$ cat src/rtl/arp_pkg.sv
// Shared widths, FSM state encodings and the table entry layout for the ARP resolver.
package arp_pkg;

  localparam int IP_W   = 32;
  localparam int MAC_W  = 48;
  localparam int PORT_W = 4;

  localparam logic [2:0] ST_IDLE   = 3'd0;
  localparam logic [2:0] ST_LOOKUP = 3'd1;
  localparam logic [2:0] ST_DECIDE = 3'd2;
  localparam logic [2:0] ST_REQ    = 3'd3;
  localparam logic [2:0] ST_WAIT   = 3'd4;

  typedef struct packed {
    logic              valid;
    logic [IP_W-1:0]   ip;
    logic [PORT_W-1:0] port;
    logic [MAC_W-1:0]  mac;
  } arp_entry_t;

  // Port numbers are 1-based; 0 and anything above the physical port count are invalid.
  function automatic logic port_ok(input logic [PORT_W-1:0] port, input int num_ports);
    return (port != '0) && (int'(port) <= num_ports);
  endfunction

endpackage

$ cat src/rtl/arp_cam.sv
// Learned IP->MAC table: parallel key compare with registered result, reply learning
// with round-robin replacement, and flush.
module arp_cam
  import arp_pkg::*;
#(
  parameter int ENTRIES   = 16,
  parameter int NUM_PORTS = 8
) (
  input  logic              clk_net,
  input  logic              rst_n,
  input  logic [IP_W-1:0]   key_ip,
  input  logic [PORT_W-1:0] key_port,
  output logic              hit,
  output logic [MAC_W-1:0]  hit_mac,
  input  logic [IP_W-1:0]   rep_ip,
  input  logic [PORT_W-1:0] rep_port,
  input  logic [MAC_W-1:0]  rep_mac,
  input  logic              rep_en,
  input  logic              flush
);

  localparam int PTR_W = $clog2(ENTRIES);

  arp_entry_t         table_q [ENTRIES];
  logic [PTR_W-1:0]   wr_ptr;
  logic [ENTRIES-1:0] key_match;
  logic [ENTRIES-1:0] rep_match;
  logic               lk_hit;
  logic [MAC_W-1:0]   lk_mac;
  logic               rep_any;
  logic [PTR_W-1:0]   rep_idx;

  always_comb begin
    for (int i = 0; i < ENTRIES; i++) begin
      key_match[i] = table_q[i].valid && (table_q[i].ip == key_ip) && (table_q[i].port == key_port);
      rep_match[i] = table_q[i].valid && (table_q[i].ip == rep_ip) && (table_q[i].port == rep_port);
    end
  end

  // Scan downwards so the lowest matching index is the one left standing.
  always_comb begin
    lk_hit  = 1'b0;
    lk_mac  = '0;
    rep_any = 1'b0;
    rep_idx = '0;
    for (int i = ENTRIES - 1; i >= 0; i--) begin
      if (key_match[i]) begin
        lk_hit = 1'b1;
        lk_mac = table_q[i].mac;
      end
      if (rep_match[i]) begin
        rep_any = 1'b1;
        rep_idx = PTR_W'(i);
      end
    end
  end

  // Flush takes precedence over a coincident reply, which then leaves the table untouched.
  always_ff @(posedge clk_net) begin
    if (!rst_n) begin
      for (int i = 0; i < ENTRIES; i++) begin
        table_q[i].valid <= 1'b0;
      end
      wr_ptr  <= '0;
      hit     <= 1'b0;
      hit_mac <= '0;
    end else begin
      hit     <= lk_hit;
      hit_mac <= lk_mac;
      if (flush) begin
        for (int i = 0; i < ENTRIES; i++) begin
          table_q[i].valid <= 1'b0;
        end
      end else if (rep_en && port_ok(rep_port, NUM_PORTS)) begin
        if (rep_any) begin
          table_q[rep_idx].mac <= rep_mac;
        end else begin
          table_q[wr_ptr] <= '{valid: 1'b1, ip: rep_ip, port: rep_port, mac: rep_mac};
          wr_ptr          <= wr_ptr + 1'b1;
        end
      end
    end
  end

endmodule

$ cat src/rtl/arp_lookup_ctrl.sv
// ARP resolver for the net-side packet buffer: one query at a time, answered from the
// learned table or via ARP requests with timeout and retry.
module arp_lookup_ctrl
  import arp_pkg::*;
#(
  parameter int ENTRIES        = 16,
  parameter int NUM_PORTS      = 8,
  parameter int TIMEOUT_CYCLES = 125000,
  parameter int RETRIES        = 2
) (
  input  logic              clk_net,
  input  logic              rst_n,
  input  logic [IP_W-1:0]   arp_ip_din,
  input  logic [PORT_W-1:0] arp_port_num_din,
  input  logic              arp_din_en,
  output logic [MAC_W-1:0]  arp_mac_dout,
  output logic              arp_mac_dout_en,
  output logic              arp_del_dout_en,
  output logic [IP_W-1:0]   arp_req_ip,
  output logic [PORT_W-1:0] arp_req_port,
  output logic              arp_req_en,
  input  logic [IP_W-1:0]   arp_rep_ip,
  input  logic [MAC_W-1:0]  arp_rep_mac,
  input  logic [PORT_W-1:0] arp_rep_port,
  input  logic              arp_rep_en,
  input  logic              arp_flush,
  output logic              arp_busy
);

  localparam int TMO_W = $clog2(TIMEOUT_CYCLES);
  localparam int RET_W = (RETRIES < 1) ? 1 : $clog2(RETRIES + 1);

  logic [2:0]        state;
  logic [IP_W-1:0]   key_ip;
  logic [PORT_W-1:0] key_port;
  logic              snoop;
  logic [MAC_W-1:0]  snoop_mac;
  logic [RET_W-1:0]  retry_cnt;
  logic [TMO_W-1:0]  tmo_cnt;
  logic              cam_hit;
  logic [MAC_W-1:0]  cam_mac;
  logic              rep_key_match;

  arp_cam #(
    .ENTRIES  (ENTRIES),
    .NUM_PORTS(NUM_PORTS)
  ) u_cam (
    .clk_net (clk_net),
    .rst_n   (rst_n),
    .key_ip  (key_ip),
    .key_port(key_port),
    .hit     (cam_hit),
    .hit_mac (cam_mac),
    .rep_ip  (arp_rep_ip),
    .rep_port(arp_rep_port),
    .rep_mac (arp_rep_mac),
    .rep_en  (arp_rep_en),
    .flush   (arp_flush)
  );

  assign rep_key_match = arp_rep_en && (arp_rep_ip == key_ip) && (arp_rep_port == key_port);
  assign arp_busy      = (state != ST_IDLE);

  always_ff @(posedge clk_net) begin
    if (!rst_n) begin
      state           <= ST_IDLE;
      key_ip          <= '0;
      key_port        <= '0;
      snoop           <= 1'b0;
      snoop_mac       <= '0;
      retry_cnt       <= '0;
      tmo_cnt         <= '0;
      arp_mac_dout    <= '0;
      arp_mac_dout_en <= 1'b0;
      arp_del_dout_en <= 1'b0;
      arp_req_ip      <= '0;
      arp_req_port    <= '0;
      arp_req_en      <= 1'b0;
    end else begin
      arp_mac_dout_en <= 1'b0;
      arp_del_dout_en <= 1'b0;
      arp_req_en      <= 1'b0;
      case (state)
        ST_IDLE: begin
          if (arp_din_en) begin
            key_ip   <= arp_ip_din;
            key_port <= arp_port_num_din;
            snoop    <= 1'b0;
            state    <= ST_LOOKUP;
          end
        end
        ST_LOOKUP: begin
          if (rep_key_match) begin
            snoop     <= 1'b1;
            snoop_mac <= arp_rep_mac;
          end
          state <= ST_DECIDE;
        end
        // The freshest source wins: a reply arriving now, then one snooped during LOOKUP,
        // then the table entry, which was compared before those replies landed.
        ST_DECIDE: begin
          if (!port_ok(key_port, NUM_PORTS)) begin
            arp_del_dout_en <= 1'b1;
            state           <= ST_IDLE;
          end else if (rep_key_match) begin
            arp_mac_dout    <= arp_rep_mac;
            arp_mac_dout_en <= 1'b1;
            state           <= ST_IDLE;
          end else if (snoop) begin
            arp_mac_dout    <= snoop_mac;
            arp_mac_dout_en <= 1'b1;
            state           <= ST_IDLE;
          end else if (cam_hit) begin
            arp_mac_dout    <= cam_mac;
            arp_mac_dout_en <= 1'b1;
            state           <= ST_IDLE;
          end else begin
            retry_cnt    <= '0;
            arp_req_en   <= 1'b1;
            arp_req_ip   <= key_ip;
            arp_req_port <= key_port;
            state        <= ST_REQ;
          end
        end
        ST_REQ: begin
          tmo_cnt <= TMO_W'(TIMEOUT_CYCLES - 1);
          state   <= ST_WAIT;
        end
        ST_WAIT: begin
          if (rep_key_match) begin
            arp_mac_dout    <= arp_rep_mac;
            arp_mac_dout_en <= 1'b1;
            state           <= ST_IDLE;
          end else if (tmo_cnt == '0) begin
            if (retry_cnt < RET_W'(RETRIES)) begin
              retry_cnt    <= retry_cnt + 1'b1;
              arp_req_en   <= 1'b1;
              arp_req_ip   <= key_ip;
              arp_req_port <= key_port;
              state        <= ST_REQ;
            end else begin
              arp_del_dout_en <= 1'b1;
              state           <= ST_IDLE;
            end
          end else begin
            tmo_cnt <= tmo_cnt - 1'b1;
          end
        end
        default: state <= ST_IDLE;
      endcase
    end
  end

endmodule

$ cat config.mk
export PLATFORM = sky130hd
export DESIGN_NAME = arp_lookup_ctrl
export DESIGN_NICKNAME = d
export VERILOG_FILES = /design/src/rtl/arp_pkg.sv /design/src/rtl/arp_cam.sv /design/src/rtl/arp_lookup_ctrl.sv
export SDC_FILE = /design/constraint.sdc
export NUM_CORES = 2
export LEC_CHECK = 0
export CAP_MARGIN = 15
export CORE_UTILIZATION = 25
export CTS_BUF_LIST = sky130_fd_sc_hd__clkbuf_8
export CTS_CLUSTER_DIAMETER = 60
export CTS_CLUSTER_SIZE = 12
export DETAILED_ROUTE_END_ITERATION = 16
export GPL_ROUTABILITY_DRIVEN = 0
export HOLD_SLACK_MARGIN = 0.06
export PLACE_DENSITY = 0.37
export SLEW_MARGIN = 20
export SYNTH_ARGS = -nofsm -noshare
export SYNTH_HDL_FRONTEND = slang
export SYNTH_HIERARCHICAL = 1
export SYNTH_SLANG_ARGS = --single-unit
$ cat constraint.sdc
create_clock -name clk_net -period 7.8 [get_ports clk_net]
set_input_delay 1.56 -clock clk_net [delete_from_list [all_inputs] [get_ports clk_net]]
set_output_delay 1.56 -clock clk_net [all_outputs]
set_load 0.1 [all_outputs]
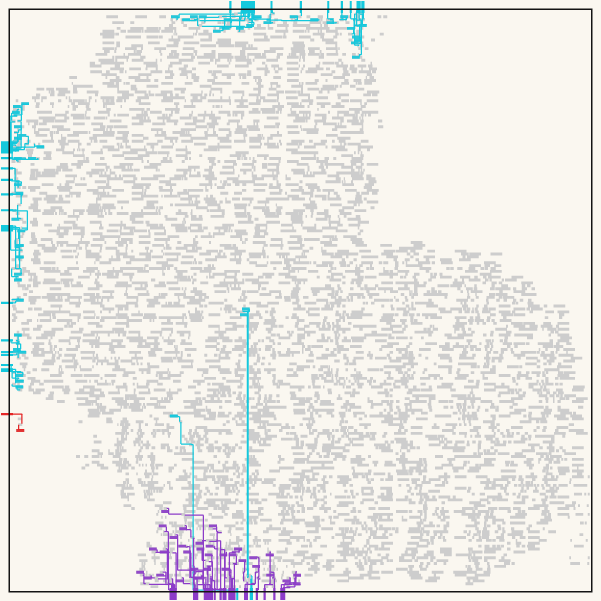
(images/port_nets.png)
[`arp_req_en`] red | direction: output | edge: west | end cells: 1 | wire: 29.3 um
[`arp_mac_dout`] cyan | direction: output | edge: 24 west, 21 north, 3 south | end cells: 48 | wire: 2410 um
[`arp_req_ip`] purple | direction: output | edge: south | end cells: 32 | wire: 1410 um
port bufs: 212
I/O Pins: 213

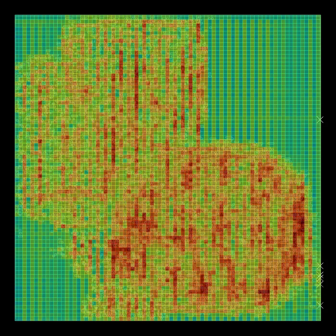
(images/final_congestion.png)
GRT Resource Usage Total: 0.207
share of the core filled with cells in the final layout: 0.291
met2 Use GR: 0.327
M1 GR Usage: 0.290

==> flow_summary.rst <==
Flow metrics
------------

.. list-table::
   :header-rows: 1

   * - Metric
     - Value
   * - Run status
     - finished with violations
   * - Violations in the final reports
     - DRC
   * - Horiz. Die Dim
     - 546 um
   * - Area taken by flip-flops and latches
     - 45700 um2
   * - Min setup slack post-route
     - 1930 ps
   * - Top logic family
     - XOR/XNOR gates
   * - Number of pins exceeding their max-slew limit in the final report
     - 0
   * - Seq pwr share
     - 0.548
   * - Hold-fix buffers, CTS
     - 0
   * - Cell resize tally after clock tree synthesis
     - 0
   * - Largest register FFs
     - 1360
   * - Cell count listed in synth_stat.txt
     - 5937
   * - Power Dens Cells
     - around 200 nW/um2
   * - Leading cell types in the layout, fill and taps excluded
     - edfxtp_1 (1351), xor2_1 (662), xnor2_1 (508)
   * - Average routed wire per standard cell
     - roughly 30 um
   * - Most flops, register
     - u_cam/table_q
   * - ANT nets after route
     - 0
   * - Largest fanout on the critical path
     - 13
   * - Final Instance Count excl. Fillers
     - a little over 10000
   * - Cell taking the most area after synthesis
     - edfxtp_1
   * - Clk slew on worst S/H paths
     - 80 ps
   * - Fraction of standard cell area that is sequential
     - 0.533
   * - Category of cells accounting for the largest share of critical-path delay
     - simple AND/OR/NAND/NOR gates
   * - Reg-to-reg endpoint
     - u_cam/hit_mac[7]
   * - HPWL after DPL
     - 200000 um
   * - Non-CTS buffers
     - 432
   * - Worst slew margin relative to its limit
     - 0.220
   * - Most instantiated logic cell after routing
     - edfxtp_1
   * - Combinational Power Share
     - 0.082
   * - Growth of design area from synthesis to finish
     - 15.8%
   * - Ys flops
     - 1607
   * - Total negative setup slack
     - 0 ps
   * - End point of the critical path
     - u_cam/table_q[8][18]
   * - DRC marker count from the first detailed-route iteration
     - roughly 5000
   * - Routing usage on met3
     - 0.0287
   * - Well-tap cell count
     - 3919
   * - Average vias per placed instance
     - 4.99
   * - Total nets after synthesis
     - between 6000 and 7000
   * - Post-detailed-placement cell area
     - ~80000 um2
   * - Area share of the leading cell type in the synthesized netlist
     - 0.548
   * - Largest Pwr Group
     - registers
   * - Top routing layer used
     - met5
   * - Async set-reset flop share out of synthesis
     - 0
   * - Number of buffers added for setup after CTS
     - 0
   * - Cell depth of the worst setup path
     - 13
   * - Met3 WL
     - 18300 um
   * - Final wirelength
     - 316000 um
   * - Commonest cells in the netlist
     - edfxtp_1 (1351), xor2_1 (662), xnor2_1 (508)
   * - Post-synth seq share
     - 0.617
   * - Clock H-tree levels
     - 4
   * - Synthesized chip area reported by yosys
     - between 70000 and 80000 um2
   * - Combinational share of cell area
     - 0.307
   * - Clock power frac
     - 0.370
   * - Most instantiated library cell after synthesis
     - edfxtp_1
   * - Setup repair after global routing missed its margin
     - false
   * - TritonCTS clock tree
     - yes
   * - Reg2reg path depth
     - 11
   * - Clock latency on the worst-skew pair
     - 1030 ps
   * - CTS sink cnt
     - 1607
   * - Logic area
     - 26300 um2
   * - Synth warn
     - 6
   * - Crit path buf inv count
     - 3
   * - Mux area share
     - 0.0334
   * - Cell-by-cell trace of the critical path
     - buf_2 > buf_4 > xnor2_1 > nand4_1 > nor4_1 > nand3_1 > nand4_1 > or2_1 > or3_1 > or2_1 > nand3_4 > nor3_4 > buf_4
   * - Met1 Wirelength
     - 146000 um
   * - CTS root buffer
     - clkbuf_8
   * - Biggest cell delay along the critical path
     - 660 ps
   * - Fraction of the mapped netlist area in compound gates
     - 0.0651
   * - Number of rows created at floorplan
     - 199
   * - P_seq
     - 9.52 mW
   * - Netlist cell types
     - 86
   * - Final instance area
     - 85800 um2
   * - Hold EP
     - arp_req_ip[26]
   * - Remaining DRCs
     - 18
   * - Maximum vdd drop
     - approximately 0.12 mV
   * - Maximum number of pins on one net before global-route repair
     - 97
   * - Initial antenna violation count
     - 14
Power is estimated from default activity; no workload was simulated.
